Fig. 1: run 1, M2 wires
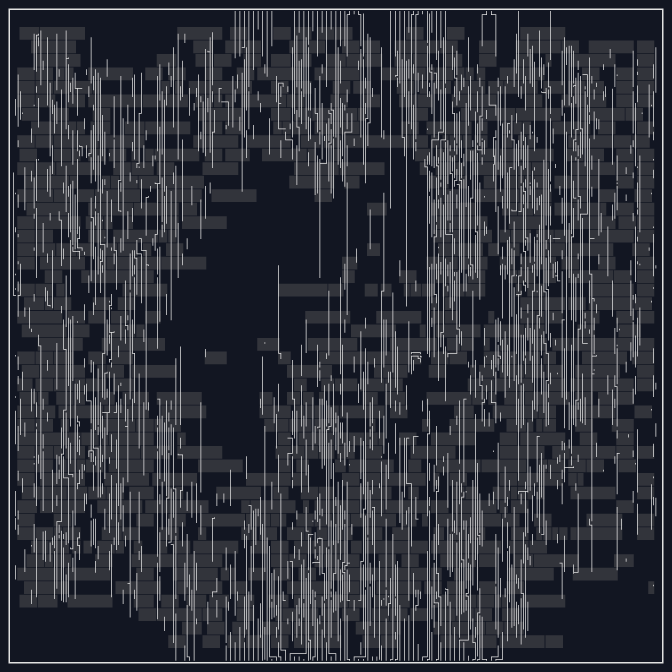
Fig. 2: run 1, gate-type map
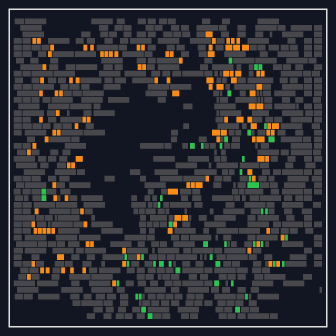
Fig. 3: run 1, placed standard cells
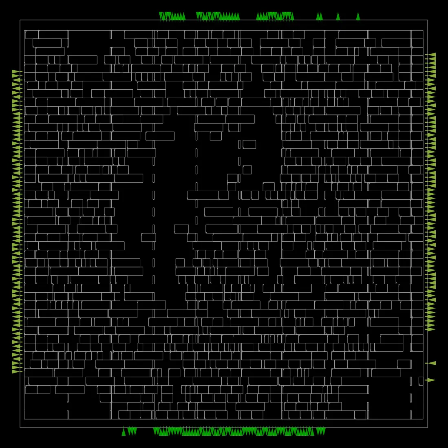
`config.mk`:
```
export PLATFORM = sky130hd
export DESIGN_NAME = stage_mem_flat
export DESIGN_NICKNAME = d
export VERILOG_FILES = /design/src/rtl/core_pkg.sv /design/src/rtl/stage_mem_if.sv /design/src/rtl/mem_align.sv /design/src/rtl/stage_mem.sv /design/src/flat_wrapper.sv
export SDC_FILE = /design/constraint.sdc
export NUM_CORES = 1
export LEC_CHECK = 0
export CAP_MARGIN = 20
export CORE_UTILIZATION = 41
export DETAILED_ROUTE_END_ITERATION = 10
export HOLD_SLACK_MARGIN = 0.02
export PLACE_DENSITY = 0.77
export SETUP_SLACK_MARGIN = 0.5
export SLEW_MARGIN = 20
export SYNTH_ARGS = -nofsm -noshare
export SYNTH_HDL_FRONTEND = slang
export SYNTH_SLANG_ARGS = --single-unit
```
`constraint.sdc`:
```
create_clock -name clk_i -period 2.5 [get_ports clk_i]
set_input_delay 0.625 -clock clk_i [delete_from_list [all_inputs] [get_ports clk_i]]
set_output_delay 0.625 -clock clk_i [all_outputs]
set_load 0.005 [all_outputs]
```
`src/rtl/core_pkg.sv`:
```
// Shared RV32I core definitions: memory funct3 encodings and the
// memory-stage FSM state type.
package core_pkg;

  localparam logic [2:0] F3_LB  = 3'b000;
  localparam logic [2:0] F3_LH  = 3'b001;
  localparam logic [2:0] F3_LW  = 3'b010;
  localparam logic [2:0] F3_LBU = 3'b100;
  localparam logic [2:0] F3_LHU = 3'b101;
  localparam logic [2:0] F3_SB  = 3'b000;
  localparam logic [2:0] F3_SH  = 3'b001;
  localparam logic [2:0] F3_SW  = 3'b010;

  typedef enum logic {
    ST_IDLE = 1'b0,
    ST_BUS  = 1'b1
  } mem_state_e;

endpackage

```
`src/rtl/stage_mem_if.sv`:
```
// Data-side Wishbone master bundle between the memory stage and the bus.
interface stage_mem_if;
  logic [31:0] addr;
  logic [31:0] dat_w;
  logic [31:0] dat_r;
  logic [3:0]  sel;
  logic        cyc;
  logic        stb;
  logic        we;
  logic        ack;

  modport master (output addr, dat_w, sel, cyc, stb, we, input dat_r, ack);
  modport slave  (input addr, dat_w, sel, cyc, stb, we, output dat_r, ack);
endinterface

```
`src/rtl/mem_align.sv`:
```
// Combinational alignment helper: misaligned check, store lane/byte-select
// generation and load lane extraction with sign/zero extension.
module mem_align
  import core_pkg::*;
(
  input  logic [1:0]  size,
  input  logic [31:0] addr,
  input  logic [31:0] st_d,
  output logic        misaligned,
  output logic [3:0]  sel,
  output logic [31:0] wdat,
  input  logic [2:0]  ld_funct3,
  input  logic [1:0]  ld_lane,
  input  logic [31:0] ld_raw,
  output logic [31:0] ld_data
);

  logic [31:0]        shifted;
  logic signed [7:0]  lb_s;
  logic signed [15:0] lh_s;

  always_comb begin
    misaligned = 1'b0;
    sel        = 4'b1111;
    wdat       = st_d;
    case (size)
      2'b00: begin
        sel  = 4'b0001 << addr[1:0];
        wdat = {4{st_d[7:0]}};
      end
      2'b01: begin
        misaligned = addr[0];
        sel        = 4'b0011 << addr[1:0];
        wdat       = {2{st_d[15:0]}};
      end
      default: misaligned = |addr[1:0];
    endcase
  end

  // Lane select uses the address latched at request time.
  assign shifted = ld_raw >> {ld_lane, 3'b000};
  assign lb_s    = shifted[7:0];
  assign lh_s    = shifted[15:0];

  always_comb begin
    ld_data = ld_raw;
    case (ld_funct3)
      F3_LB:   ld_data = 32'(lb_s);
      F3_LH:   ld_data = 32'(lh_s);
      F3_LBU:  ld_data = {24'd0, shifted[7:0]};
      F3_LHU:  ld_data = {16'd0, shifted[15:0]};
      default: ld_data = ld_raw;
    endcase
  end

endmodule

```
`src/rtl/stage_mem.sv`:
```
// RV32I memory-access stage: issues one Wishbone transfer per load/store,
// stalls upstream while it is outstanding, and registers results for write-back.
module stage_mem
  import core_pkg::*;
(
  input  logic        clk_i,
  input  logic        rst_i,
  input  logic        valid_i,
  input  logic        is_ld_mem_i,
  input  logic        is_st_mem_i,
  input  logic [2:0]  funct3_i,
  input  logic [31:0] alu_d_i,
  input  logic [31:0] st_d_i,
  input  logic        flush_i,
  stage_mem_if.master dwbm,
  output logic [31:0] mem_d_o,
  output logic [31:0] mem_addr_o,
  output logic        e_ld_addr_mis_o,
  output logic        e_st_addr_mis_o,
  output logic        stall_o
);

  mem_state_e  state, state_nxt;
  logic        misaligned;
  logic [3:0]  sel_req;
  logic [31:0] wdat_req;
  logic [31:0] ld_data;
  logic [31:0] addr_p1;
  logic [31:0] dat_p1;
  logic [3:0]  sel_p1;
  logic [2:0]  f3_p1;
  logic        cyc_p1;
  logic        we_p1;
  logic        is_mem;
  logic        in_bus;
  logic        ack_bus;
  logic        start;

  mem_align u_align (
    .size       (funct3_i[1:0]),
    .addr       (alu_d_i),
    .st_d       (st_d_i),
    .misaligned (misaligned),
    .sel        (sel_req),
    .wdat       (wdat_req),
    .ld_funct3  (f3_p1),
    .ld_lane    (addr_p1[1:0]),
    .ld_raw     (dwbm.dat_r),
    .ld_data    (ld_data)
  );

  assign is_mem  = is_ld_mem_i | is_st_mem_i;
  assign in_bus  = (state == ST_BUS);
  assign ack_bus = in_bus & dwbm.ack;
  assign start   = valid_i & is_mem & ~misaligned & ~flush_i & (state == ST_IDLE);
  assign stall_o = start | (in_bus & ~dwbm.ack);

  always_ff @(posedge clk_i or negedge rst_i) begin
    if (!rst_i) state <= ST_IDLE;
    else        state <= state_nxt;
  end

  // A flush during BUS does not abort: the transfer always runs to ack.
  always_comb begin
    state_nxt = state;
    case (state)
      ST_IDLE: if (start)    state_nxt = ST_BUS;
      ST_BUS:  if (dwbm.ack) state_nxt = ST_IDLE;
      default:               state_nxt = ST_IDLE;
    endcase
  end

  // Request stage -> bus stage: outputs frozen from start until ack.
  always_ff @(posedge clk_i or negedge rst_i) begin
    if (!rst_i) begin
      cyc_p1  <= 1'b0;
      we_p1   <= 1'b0;
      addr_p1 <= '0;
      sel_p1  <= '0;
      dat_p1  <= '0;
      f3_p1   <= '0;
    end else if (start) begin
      cyc_p1  <= 1'b1;
      we_p1   <= is_st_mem_i;
      addr_p1 <= alu_d_i;
      sel_p1  <= sel_req;
      dat_p1  <= wdat_req;
      f3_p1   <= funct3_i;
    end else if (ack_bus) begin
      cyc_p1  <= 1'b0;
    end
  end

  assign dwbm.addr  = {addr_p1[31:2], 2'b00};
  assign dwbm.dat_w = dat_p1;
  assign dwbm.sel   = sel_p1;
  assign dwbm.cyc   = cyc_p1;
  assign dwbm.stb   = cyc_p1;
  assign dwbm.we    = we_p1;

  // Bus stage -> write-back registers, advanced whenever the pipe moves.
  always_ff @(posedge clk_i or negedge rst_i) begin
    if (!rst_i) begin
      mem_d_o         <= '0;
      mem_addr_o      <= '0;
      e_ld_addr_mis_o <= 1'b0;
      e_st_addr_mis_o <= 1'b0;
    end else if (!stall_o) begin
      mem_addr_o      <= in_bus ? addr_p1 : alu_d_i;
      mem_d_o         <= ack_bus ? ld_data : '0;
      e_ld_addr_mis_o <= valid_i & is_ld_mem_i & misaligned & ~flush_i;
      e_st_addr_mis_o <= valid_i & is_st_mem_i & misaligned & ~flush_i;
    end
  end

endmodule

```
`src/flat_wrapper.sv`:
```
// flat-port wrapper written by rule: the top's interface ports become plain ports
module stage_mem_flat import core_pkg::*;
  (clk_i, rst_i, valid_i, is_ld_mem_i, is_st_mem_i, funct3_i, alu_d_i, st_d_i, flush_i, mem_d_o, mem_addr_o, e_ld_addr_mis_o, e_st_addr_mis_o, stall_o, dwbm_addr, dwbm_dat_w, dwbm_sel, dwbm_cyc, dwbm_stb, dwbm_we, dwbm_dat_r, dwbm_ack);
  stage_mem_if dwbm_i ();
  input  logic clk_i;
  input  logic rst_i;
  input  logic valid_i;
  input  logic is_ld_mem_i;
  input  logic is_st_mem_i;
  input  logic [2:0] funct3_i;
  input  logic [31:0] alu_d_i;
  input  logic [31:0] st_d_i;
  input  logic flush_i;
  output logic [31:0] mem_d_o;
  output logic [31:0] mem_addr_o;
  output logic e_ld_addr_mis_o;
  output logic e_st_addr_mis_o;
  output logic stall_o;
  output wire logic [$bits(dwbm_i.addr)-1:0] dwbm_addr;
  output wire logic [$bits(dwbm_i.dat_w)-1:0] dwbm_dat_w;
  output wire logic [$bits(dwbm_i.sel)-1:0] dwbm_sel;
  output wire logic [$bits(dwbm_i.cyc)-1:0] dwbm_cyc;
  output wire logic [$bits(dwbm_i.stb)-1:0] dwbm_stb;
  output wire logic [$bits(dwbm_i.we)-1:0] dwbm_we;
  input wire logic [$bits(dwbm_i.dat_r)-1:0] dwbm_dat_r;
  input wire logic [$bits(dwbm_i.ack)-1:0] dwbm_ack;
  assign dwbm_addr = dwbm_i.addr;
  assign dwbm_dat_w = dwbm_i.dat_w;
  assign dwbm_sel = dwbm_i.sel;
  assign dwbm_cyc = dwbm_i.cyc;
  assign dwbm_stb = dwbm_i.stb;
  assign dwbm_we = dwbm_i.we;
  assign dwbm_i.dat_r = dwbm_dat_r;
  assign dwbm_i.ack = dwbm_ack;
  stage_mem u_core (.clk_i(clk_i), .rst_i(rst_i), .valid_i(valid_i), .is_ld_mem_i(is_ld_mem_i), .is_st_mem_i(is_st_mem_i), .funct3_i(funct3_i), .alu_d_i(alu_d_i), .st_d_i(st_d_i), .flush_i(flush_i), .dwbm(dwbm_i), .mem_d_o(mem_d_o), .mem_addr_o(mem_addr_o), .e_ld_addr_mis_o(e_ld_addr_mis_o), .e_st_addr_mis_o(e_st_addr_mis_o), .stall_o(stall_o));
endmodule
```
==> run_results.csv <==
group,metric,value,unit
logic_synthesis,synthCells,608,
flow_run,warning_count,29,
logic_synthesis,ys_ff,140,
min_path,hold_class,"in -> async",
logic_synthesis,yosys_cells,608,
finish,fin_cells,1050,
global_routing,grt.overflow.total,0,
logic_synthesis,yosys-top-cells-count,"dfrtp_1 (140), a21oi_1 (73), mux2i_1 (59)",
logic_synthesis,post_synth.cell_area_avg,11.3,µm²
setup_path,crit_type,"reg -> out",
detailed_routing,wirelength_met1,8610,µm
clock_network,cts-root-buf,"clkbuf_16",
floorplan,fp.dieW,131,µm
run_status,status,"finished, final reports clean",
global_routing,grt_pass1_vias,5989,
detailed_routing,finalWirelength,20500,µm
logic_synthesis,most_common_cell,"dfrtp_1",
clock_network,cts.sinks,140,
clock_network,worst_skew_pair.late_latency,0.41,ns
logic_synthesis,synthTopCellsByArea,"dfrtp_1 (51%), mux2i_1 (8.6%), mux2_2 (7.4%)",
final_timing,clock_skew,0.00489,ns
logic_synthesis,top_area_share,51.2,%
final_timing,period_minus_slack,2.48,ns
finish,diodes,0,
pwr,p_per_area,763,nW/µm²
global_routing,busiest_layer,"met2",
Notes on Fig. 1 above:
main direction: vertical
share of all routed wire: 48%
nets with wire on the layer: 840

Notes on Fig. 2 above:
[green] nand cells | cells: 47
[orange] aoi and oai cells | cells: 121 | where: widely spread

Notes on Fig. 3 above:
Flops: 140
Tapcells: 216
core area: 16100 µm²
sequential cell area share: 34.7%
final core occ: 62.9%

==> run 1: worst max-delay path, cell delays in order, from the launching register on <==
cell and delay (ns):
dfrtp_2 0.44, or3b_4 0.44, a211o_4 0.28, and2_4 0.15
clkinv_4 0.04, buf_6 0.08
==> run 1: power breakdown <==
group | internal (mW) | total [mW] | switching, mW | leakage [nW]
combinational | 1.43 | 2.33 | 0.905 | 2.31
sequential | 2.71 | 3.03 | 0.321 | 1.74
clock | 1.43 | 2.35 | 0.918 | 0.269
==> run 1: kinds of logic after synthesis <==
logic type                Yosys count  synth area share [%]
other                               1                0.0548
muxes                             105                  16.4
DFF                               140                  51.2
buffers and inverters              90                  8.14
and+or+nand+nor                   103                  7.46
AOI/OAI and AO/OA                 167                  16.5
xor gates and xnor gates            2                 0.256
==> run 1: cell type report <==
cell class	count	area (µm²)
tap	216	270
sequential	140	3510
fill	1211	5950
multi-input combinational	379	2880
clock buffer	23	478
inverter	7	35.0
clock inverter	7	66.3
timing repair buffer	278	2870
==> run 1: worst max path at each step <==
stage / from / endpoint / slack, ns / cells past startpoint
floorplan: funct3_i[0] / stall_o / -0.05 / 9
global placement: valid_i / stall_o / -0.65 / 6
detailed placement: valid_i / stall_o / -0.65 / 6
CTS: u_core.in_bus / stall_o / -0.02 / 5
global route: u_core.in_bus / stall_o / -0.02 / 5
finish: u_core.in_bus / stall_o / 0.02 / 5
==> run 1: metrics by stage <==
step	total power, mW	cell area (µm²)
after floorplan	4.11	6890
after global placement	5.24	9270
after detailed placement	5.31	9270
after CTS	7.70	9870
after global routing	8.08	10100
final	7.71	10100
==> run 1: repair_timing <==
item | in CTS | in global routing
cloned | 0 | 4
endpoints found under the hold margin | 0 | 0
buffers inserted | 1 | 4
endpoints found under the setup margin | 139 | 95
resized | 21 | 30
pin swaps | 6 | 4
No activity file was given, so power comes from the tool's default toggle rates.
